==> config.mk <==
export PLATFORM = sky130hd
export DESIGN_NAME = id_ex_reg
export DESIGN_NICKNAME = d
export VERILOG_FILES = /design/src/rtl/id_ex_reg.sv
export SDC_FILE = /design/constraint.sdc
export NUM_CORES = 1
export LEC_CHECK = 0
export CORE_MARGIN = 3
export CORE_UTILIZATION = 30
export CTS_CLUSTER_DIAMETER = 150
export DETAILED_ROUTE_END_ITERATION = 10
export GPL_TIMING_DRIVEN = 1
export PLACE_DENSITY = 0.69
export REMOVE_ABC_BUFFERS = 1
export SYNTH_ARGS = -nofsm -noshare
export SYNTH_HDL_FRONTEND = slang
export SYNTH_SLANG_ARGS = --single-unit
==> constraint.sdc <==
create_clock -name clk -period 2.1 [get_ports clk]
set_input_delay 0.315 -clock clk [delete_from_list [all_inputs] [get_ports clk]]
set_output_delay 0.315 -clock clk [all_outputs]
set_load 0.005 [all_outputs]
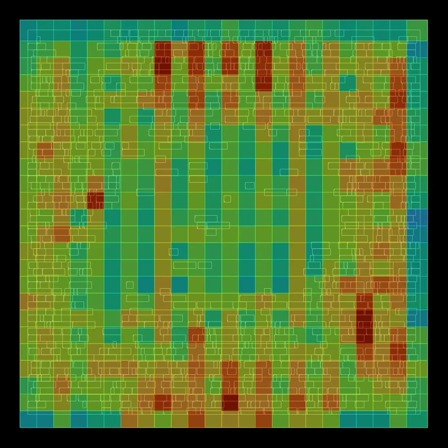
*Congestion heat map, run 1*
Avg WL per Cell: 18.1 microns
met2 usage in global routing: 28.2%
GR Util met1: 22.3%
global-route track usage on met3: 5.43%

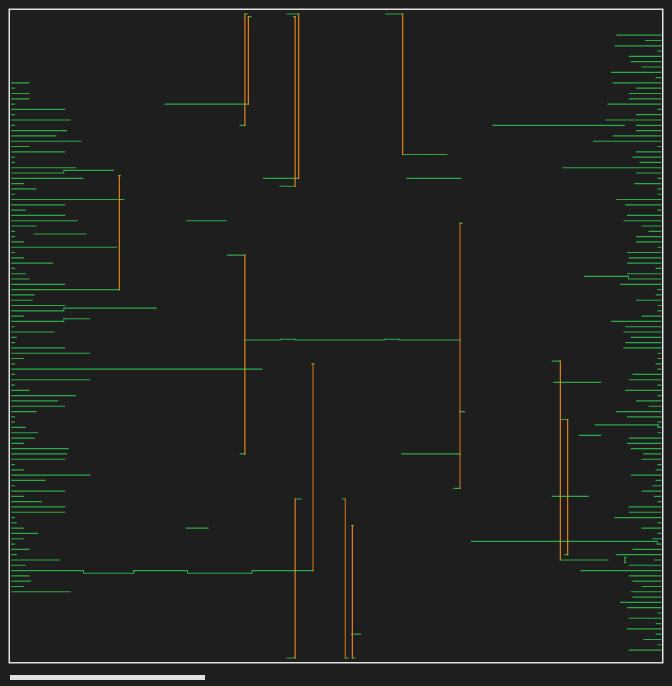
*Signal wires by layer, run 1*
The bar under the picture is 50 microns long. Only two layers are drawn.
color	layer	wire length
green	metal 3	1960 microns
orange	metal 4	575 microns
via count: 6251
sum of routed wire length over all layers: 24900 microns
Total Routing Usage GR: 17.4%

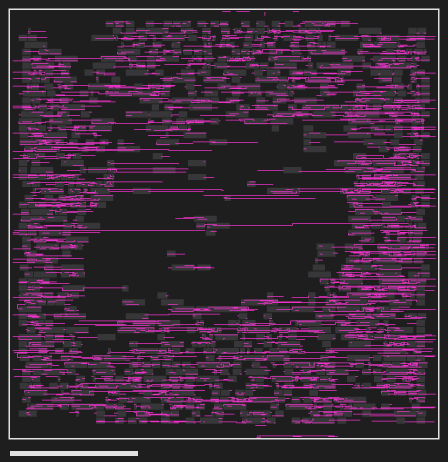
*Signal wires on met1, run 1*
The bar under the picture is 50 microns long. Cells faint in the background.
wire length on this layer	10700 microns
main direction	horizontal
longest straight run	74.5 microns
nets with wire on the layer	1076

==> reports/results.md, run 1 <==
| Metric | This run |
|---|---|
| Outcome | finished, final reports clean |
| Net switching power figure | 0.00219 W |
| Count of plain and timing-repair buffers | 395 |
| Antenna violations before repair | 0 |
| Ys flop type | sky130_fd_sc_hd__dfrtp_1 |
| Violation count after the first detailed-route iteration | 230 |
| Reg clk slew, reported paths | 0.08 ns |
| Number of buffers on the longest clock path | 2 |
| Synth-to-layout area growth | 60.5% |
| Combinational power share | 20.4% |
| Final worst hold slack | 0.406 ns |
| Post-synth tally of flip-flops with integrated enable | 0 |
| Largest Pwr Group | sequential cells |
| Final-report hold violation count | 0 |
| Fraction of layout instances using a drive strength above 1 | 11.6% |
| Layout clock area frac | 4.41% |
| Top Layout Cells | sky130_fd_sc_hd__clkdlybuf4s50_1, sky130_fd_sc_hd__dfrtp_1, sky130_fd_sc_hd__nor2_1, sky130_fd_sc_hd__mux2i_1, sky130_fd_sc_hd__nand2_1 |
| Met2 Routed Length | 11700 microns |
| Critical setup path kind | in -> reg |
| Least setup slack across all paths after layout | 0.154 ns |
| Setup crit end kind | flip-flop |
| Max Fclk | 0.514 GHz |
| Critical path data arrival time | 2.24 ns |
| Post-Synthesis Mean Instance Area | 11.7 sq um |
| H-Tree Level Count | 4 |
| Sum of internal, switching and leakage power | 0.00830 W |
| # DRC | 0 |
| Worst Path Max Fanout | 32 |
| Routability Congestion | 0.780 |
| Post-synthesis mux area share | 25.3% |
| CTS Root Cell | sky130_fd_sc_hd__clkbuf_16 |
| Top cells by area | sky130_fd_sc_hd__dfrtp_1, sky130_fd_sc_hd__mux2i_1, sky130_fd_sc_hd__mux2_4, sky130_fd_sc_hd__nor2_1, sky130_fd_sc_hd__a21oi_1 |
| Clock network power | 0.00302 W |
| Count of sequential standard cells | 168 |
| Slew HR | 67.0% |
| Startpoint types | input pin |
| Total power per unit cell area | 663 nW/um^2 |
| Setup fix buffers added after clock tree synthesis | 0 |
| Routed met3 length | 1960 microns |
| Syn Inst Count | 666 |
| Area of combinational cells with multiple inputs | 3320 sq um |
| Worst setup slack for register-to-register paths | 0.27 ns |
| Remaining antenna violation count | 0 |
| Combinational-cell power consumption | 0.00169 W |
| Unrepaired setup endpoints after global routing | no |
| Dominant cell type by area after synthesis | sky130_fd_sc_hd__dfrtp_1 |
| HPWL Detailed | 18000 microns |
| Largest family of logic cells by area | multiplexers |
| Number of stages on the worst setup path | 6 |
| Number of pins with negative max-slew slack in the final report | 0 |
| Tool warnings | 25 |
| Non-clock inverter count | 0 |
| Post-Synth Adder-Cell Area | 0% |
| Switching part of the total power | 26.4% |
| XORs/XNORs by Area | 1.12% |
| Area-dominant class | registers |
| Clock power frac | 36.4% |
| Static Leak | 5.73 nW |
| Floorplan die width | 167 microns |
| Placed inst area | 12000 sq um |
| Sequential Area | 4210 sq um |
| Sum of routed wire segments on met1 | 10700 microns |
| Synthesis Warnings | 0 |
| Post-Syn Area | 7800 sq um |
| Buffers and inverters on the worst path | 2 |
| Yosys cell types | 20 |
| Clock buffer instance count of the final layout | 19 |
| Number of well taps | 330 |
| Starting density of the core | 30.7% |
| Peak supply drop | 0.346 mV |
| Fraction of cell area in non-clock buffers | 32.2% |
| Pint | 0.00611 W |
| Crit path max-delay family | buffers and inverters |
| Via/cell ratio | 4.55 |
| Worst-Skew Late Latency | 0.42 ns |
| Sequential cell area share | 33.6% |
| Ranking of synthesized cells by instance count | sky130_fd_sc_hd__dfrtp_1, sky130_fd_sc_hd__nor2_1, sky130_fd_sc_hd__mux2i_1, sky130_fd_sc_hd__nand2_1, sky130_fd_sc_hd__a21oi_1 |
| Portion of synthesized cell area occupied by the leading cell type | 53.2% |
| Die height | 167 microns |
| Number of detailed-routing iterations run before antenna repair | 4 |
| Cell with the largest stage delay on the worst path | sky130_fd_sc_hd__or4_4 |
| R2r worst-path depth | 5 |
| Number of setup violations in the final report | 0 |
| Total clock buffers created by CTS | 17 |
| Cell chain of the critical path | clkdlybuf4s50_1 -> or4_4 -> o211ai_4 -> o31ai_4 -> buf_12 -> mux2_4 |
| Worst slack after detailed placement | -0.272 ns |
| Number of resized instances in the post-cts repair step | 0 |
| Post-layout nets | 1242 |
| Post-layout util | 49.3% |
| Number of placed instances, taps included | 1343 |
| Final period utilization | 92.7% |
| Uppermost routed layer | met4 |
| Number of port buffers | 376 |
| Non-filler instance count after layout | 1375 |
| Via count of the first global-routing pass | 6658 |
| Most used routing layer | met2 |
| First-pass GRT wire length | 38700 microns |
| Top cell type by instance count after synthesis | sky130_fd_sc_hd__dfrtp_1 |
| Complex Gates by Area | 4.92% |
| Standard-cell rows | 58 |
## Run 2: what changed since run 1
==> constraint.sdc (replaced) <==
create_clock -name clk -period 2 [get_ports clk]
set_input_delay 0.3 -clock clk [delete_from_list [all_inputs] [get_ports clk]]
set_output_delay 0.3 -clock clk [all_outputs]
set_load 0.005 [all_outputs]
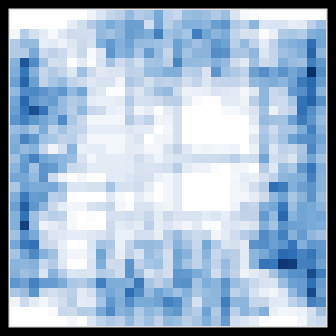
*Routed metal per tile, run 2*
33 x 33 tiles, from white (low) to dark blue (high), scaled to the fullest tile. Values are wire area over tile area, all layers added.
tiles over half the peak	19%
densest ninth of the die	south-east
mean over tiles	0.14
fullest tile	0.47
Total Routing Usage GR: 17.2%
sum of routed wire length over all layers: 24700 microns

==> reports/results.md, run 2 <==
| Metric | This run | Change |
|---|---|---|
| Outcome | finished, final reports clean |  |
| Top cell type by instance count after synthesis | sky130_fd_sc_hd__dfrtp_1 |  |
| Non-filler instance count after layout | 1378 | +0.22% |
| HPWL Detailed | 18100 microns | +0.73% |
| Fraction of layout instances using a drive strength above 1 | 11.8% | +0.25 points |
| Post-Synth Adder-Cell Area | 0% | unchanged |
| Worst-Skew Late Latency | 0.42 ns | about the same |
| Routed met3 length | 2110 microns | +7.6% |
| Reg clk slew, reported paths | 0.08 ns | about the same |
| Critical setup path kind | in -> reg |  |
| Number of port buffers | 376 | unchanged |
| Number of detailed-routing iterations run before antenna repair | 4 | unchanged |
| Final worst hold slack | 0.374 ns | -0.0313 ns |
| Combinational power share | 20.0% | -0.4 points |
| Pint | 0.00657 W | +7.5% |
| Top Layout Cells | sky130_fd_sc_hd__clkdlybuf4s50_1, sky130_fd_sc_hd__dfrtp_1, sky130_fd_sc_hd__nor2_1, sky130_fd_sc_hd__mux2i_1, sky130_fd_sc_hd__nand2_1 |  |
| Total power per unit cell area | 708 nW/um^2 | +6.8% |
| Number of stages on the worst setup path | 6 | unchanged |
| GR Util met1 | 22.1% | -0.24 points |
| Uppermost routed layer | met4 |  |
| Switching part of the total power | 26.2% | -0.19 points |
| Yosys cell types | 20 | unchanged |
| Fraction of cell area in non-clock buffers | 32.2% | -0.034 points |
| Slew HR | 63.0% | -3.9 points |
| Worst Path Max Fanout | 21 | -34% |
| Portion of synthesized cell area occupied by the leading cell type | 53.2% | unchanged |
| Standard-cell rows | 58 | unchanged |
| Top cells by area | sky130_fd_sc_hd__dfrtp_1, sky130_fd_sc_hd__mux2i_1, sky130_fd_sc_hd__mux2_4, sky130_fd_sc_hd__nor2_1, sky130_fd_sc_hd__a21oi_1 |  |
| Met2 usage in global routing | 28.3% | +0.11 points |
| Most used routing layer | met2 |  |
| Buffers and inverters on the worst path | 2 | unchanged |
| Post-layout nets | 1244 | +0.16% |
| Clock buffer instance count of the final layout | 19 | unchanged |
| Total clock buffers created by CTS | 17 | unchanged |
| XORs/XNORs by Area | 1.12% | unchanged |
| Synth-to-layout area growth | 61.2% |  |
| Layout clock area frac | 4.74% | +0.34 points |
| Peak supply drop | 0.453 mV | +31% |
| Synthesis Warnings | 0 | unchanged |
| Crit path max-delay family | buffers and inverters |  |
| Starting density of the core | 30.7% | unchanged |
| Ranking of synthesized cells by instance count | sky130_fd_sc_hd__dfrtp_1, sky130_fd_sc_hd__nor2_1, sky130_fd_sc_hd__mux2i_1, sky130_fd_sc_hd__nand2_1, sky130_fd_sc_hd__a21oi_1 |  |
| Sum of internal, switching and leakage power | 0.00891 W | +7.3% |
| Count of sequential standard cells | 168 | unchanged |
| Sequential cell area share | 33.4% | -0.16 points |
| Post-Syn Area | 7800 sq um | unchanged |
| First-pass GRT wire length | 38400 microns | -0.78% |
| Die height | 167 microns | unchanged |
| Dominant cell type by area after synthesis | sky130_fd_sc_hd__dfrtp_1 |  |
| Area-dominant class | registers |  |
| Least setup slack across all paths after layout | 0.103 ns | -0.0513 ns |
| Post-layout util | 49.5% | +0.24 points |
| Via count of the first global-routing pass | 6576 | -1.2% |
| Number of well taps | 330 | unchanged |
| Post-Synthesis Mean Instance Area | 11.7 sq um | unchanged |
| Number of resized instances in the post-cts repair step | 0 | unchanged |
| Post-synthesis mux area share | 25.3% | unchanged |
| Cell with the largest stage delay on the worst path | sky130_fd_sc_hd__or4_4 |  |
| Complex Gates by Area | 4.92% | unchanged |
| Ys flop type | sky130_fd_sc_hd__dfrtp_1 |  |
| Non-clock inverter count | 0 | unchanged |
| Setup crit end kind | flip-flop |  |
| Count of plain and timing-repair buffers | 397 | +0.51% |
| Remaining antenna violation count | 0 | unchanged |
| Number of setup violations in the final report | 0 | unchanged |
| Number of placed instances, taps included | 1345 | +0.15% |
| Net switching power figure | 0.00234 W | +6.5% |
| Largest family of logic cells by area | multiplexers |  |
| H-Tree Level Count | 4 | unchanged |
| Worst slack after detailed placement | -0.355 ns | -0.0832 ns |
| Final-report hold violation count | 0 | unchanged |
| Via/cell ratio | 4.50 | -1.1% |
| Largest Pwr Group | sequential cells |  |
| Final period utilization | 94.8% |  |
| R2r worst-path depth | 5 | unchanged |
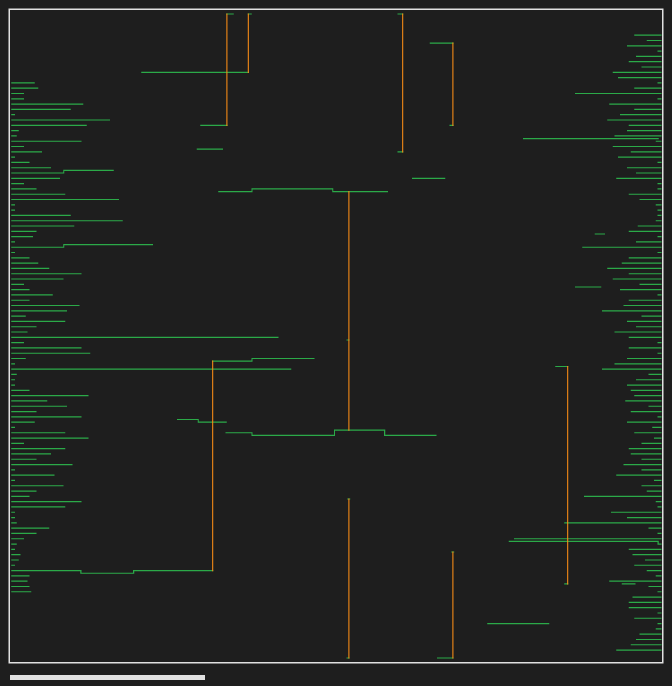
*Signal wires by layer, run 2*
The bar under the picture is 50 microns long. Only two layers are drawn.
color	layer	wire length
green	metal 3	2110 microns
orange	metal 4	339 microns
Avg WL per Cell: 17.9 microns
via count: 6195

Power and IR drop assume default switching activity.
